**Gate-type map**

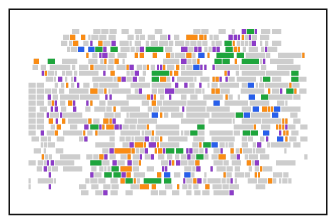
**Clock nets**

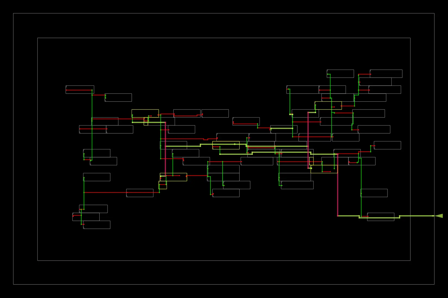
**Cells colored by class**

Scale bar: 50 um. Fill, decap, tap and diode cells in gray.
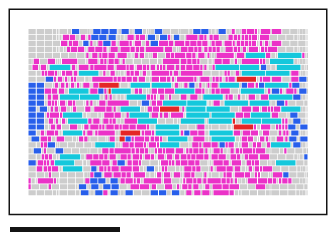
**Signal wires on met2**

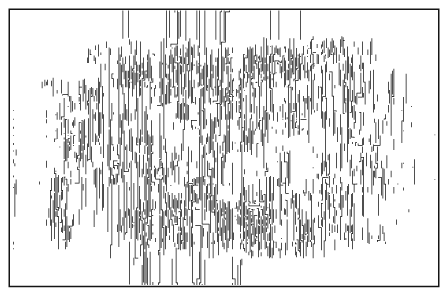
**Cells by drive strength**

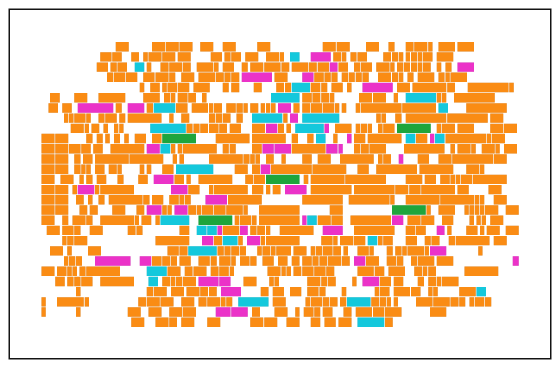
==> config.mk <==
export PLATFORM = sky130hd
export DESIGN_NAME = noc_switch_allocator_flat
export DESIGN_NICKNAME = d
export VERILOG_FILES = /design/src/rtl/noc_switch_allocator_pkg.sv /design/src/rtl/noc_switch_allocator_if.sv /design/src/rtl/noc_switch_allocator_rr_lock_arbiter.sv /design/src/rtl/noc_switch_allocator.sv /design/src/flat_wrapper.sv
export SDC_FILE = /design/constraint.sdc
export NUM_CORES = 1
export LEC_CHECK = 0
export CAP_MARGIN = 0
export CORE_ASPECT_RATIO = 0.6
export CORE_MARGIN = 8
export CORE_UTILIZATION = 57
export CTS_CLUSTER_SIZE = 20
export DETAILED_ROUTE_END_ITERATION = 10
export PLACE_DENSITY = 0.82
export SYNTH_ARGS = -nofsm -noshare
export SYNTH_HDL_FRONTEND = slang
export SYNTH_SLANG_ARGS = --single-unit
==> constraint.sdc <==
create_clock -name noc_clk -period 5 [get_ports noc_clk]
set_input_delay 0.75 -clock noc_clk [delete_from_list [all_inputs] [get_ports noc_clk]]
set_output_delay 0.75 -clock noc_clk [all_outputs]
set_load 0.01 [all_outputs]
==> run notes <==
Numbers from the implementation run.

The run finished with clean final reports. The buffers inserted during post-CTS setup optimization is 0. The quantity of I/O buffers inserted on ports is 73.

The number of enable flip-flop cells is 20. Per the synth stats, the flop cell with the highest instance count is dfrtp_1. The worst slew margin relative to its limit is 0.453. The category of the most critical setup path is reg -> reg. The worst setup path is launched from a flop. The flip-flop count of the largest register after layout is 20.

The maximum number of pins on one net before global-route repair is 36. The cell depth of the worst min-delay path is 1. The synthesis log from Yosys contains 0 warnings.

The floorplan step records an initial core utilization of 0.576. In the routed design, unresolved DRC markers number 0. Grouping non-sequential cells by family puts the most area in AND-OR/OR-AND gates. The clock H-tree reported by CTS has 2 levels. Looking at the worst setup and hold paths, the clock pins of their registers show a slew of 0.07 ns. Total global-route track usage over all layers is 0.254. The count of nets left with antenna violations once routing finished came out at 0. The clock tree root driver cell is clkbuf_16. Of all flip-flops after synthesis, the portion carrying an async set or reset was 0.636. The wire length of the first global-routing pass is 26.8 mm.

The number of hold-repair buffers added at the cts stage is 0. After layout, the setup clock skew is reported as 0.00779 ns. For reference, the final report shows the hold violation count at 0.
-- 'gate-type map' (at the start) --
family	color	cells
mux cells	green	36
nor cells	orange	114
xor and xnor cells	blue	17
nand cells	purple	108
logic share of the area: 0.585
top logic cell by instance count in the layout: clkdlybuf4s50_1
Finished Layout Cells: 835

-- 'clock nets' (at the start) --
TritonCTS sink count: 55
Latency at later pin: 0.30 ns
cts bufs inserted: 5

-- 'cells colored by class' (at the start) --
class	color	cells
clock drivers and dummy loads	red	8
registers	cyan	55
remaining logic cells	magenta	552
remaining buffers and delay cells	blue	85
final standard cell area without fillers: 6580 um2
Util after Layout: 0.678
row count: 28

-- 'signal wires on met2' (at the start) --
nets with wire on the layer	653
share of all routed wire	39%
main direction	vertical
wire length on this layer	6690 um
global-route met2 utilization: 0.340
total routed wirelength: 17.1 mm

-- 'cells by drive strength' (at the start) --
size	color	cells	share
x3 and x4	cyan	29	4.1%
x2	magenta	47	6.7%
x6 and larger	green	5	0.71%
x1 and smaller	orange	619	88%
area growth from synthesis to layout: 17.6%
fin worst setup slack: 0.659 ns
number of signal-net buffers in the layout: 85

-- area by class of cell --
class                      instances  area [um2]  area share
tap                              135         169      0.0257
timing repair buffer              85         816       0.124
sequential                        55        1480       0.225
clock inverter                     3        15.0     0.00228
multi-input combinational        519        3850       0.585
clock buffer                       5         125      0.0190
inverter                          33         124      0.0188
-- per-stage QoR --
step,setup slack (ns),area (um2),hold WS [ns],utilization,cells
finish,0.659,6580,0.486,0.678,835
CTS,0.744,6580,0.484,0.678,835
detailed placement,0.766,6440,0.471,0.663,827
floorplan,1.17,5600,0.454,-,628
global route,0.346,6580,0.510,0.678,835
global placement,0.841,6440,0.473,0.663,827
-- kinds of logic after synthesis --
| kind of cell | count (synthesis) |
|---|---|
| other cells | 1 |
| mux | 36 |
| fa+ha+maj | 34 |
| compound gates | 182 |
| simple gates | 248 |
| buf+inv | 54 |
| flops | 55 |
| xor+xnor | 17 |
-- routing by layer --
| metal | up-vias | track usage | share of wire |
|---|---|---|---|
| met5 | - | 0 | 0 |
| met4 | 0 | 0.0366 | 0.0054 |
| met3 | 18 | 0.0919 | 0.13 |
| met2 | 328 | 0.340 | 0.39 |
| met1 | 2611 | 0.383 | 0.47 |
| li1 | 2499 | - | - |
-- Yosys cell counts (16+ instances only) --
| cell | number | share of area |
|---|---|---|
| edfxtp_1 | 20 | 0.11 |
| o21ai_0 | 32 | 0.029 |
| nor2_1 | 60 | 0.040 |
| ha_1 | 32 | 0.072 |
| inv_1 | 26 | 0.017 |
| nand2b_1 | 19 | 0.021 |
| mux2i_1 | 28 | 0.050 |
| a211oi_1 | 16 | 0.021 |
| nand3_1 | 24 | 0.021 |
| a21oi_1 | 22 | 0.020 |
| nand2_1 | 54 | 0.036 |
| dfrtp_1 | 33 | 0.15 |
| nor2b_1 | 18 | 0.020 |
-- worst max-delay path: stages (launching register included) --
cell	delay [ns]
dfrtp_1	0.37
buf_4	0.20
inv_2	0.26
ha_1	0.21
inv_1	0.04
ha_1	0.38
o31a_1	0.33
o22ai_1	0.26
mux4_2	0.59
mux2i_4	0.24
nand2b_2	0.14
a31o_1	0.22
a31oi_1	0.15
o22a_2	0.25
inv_2	0.09
ha_1	0.22
a221oi_1	0.26
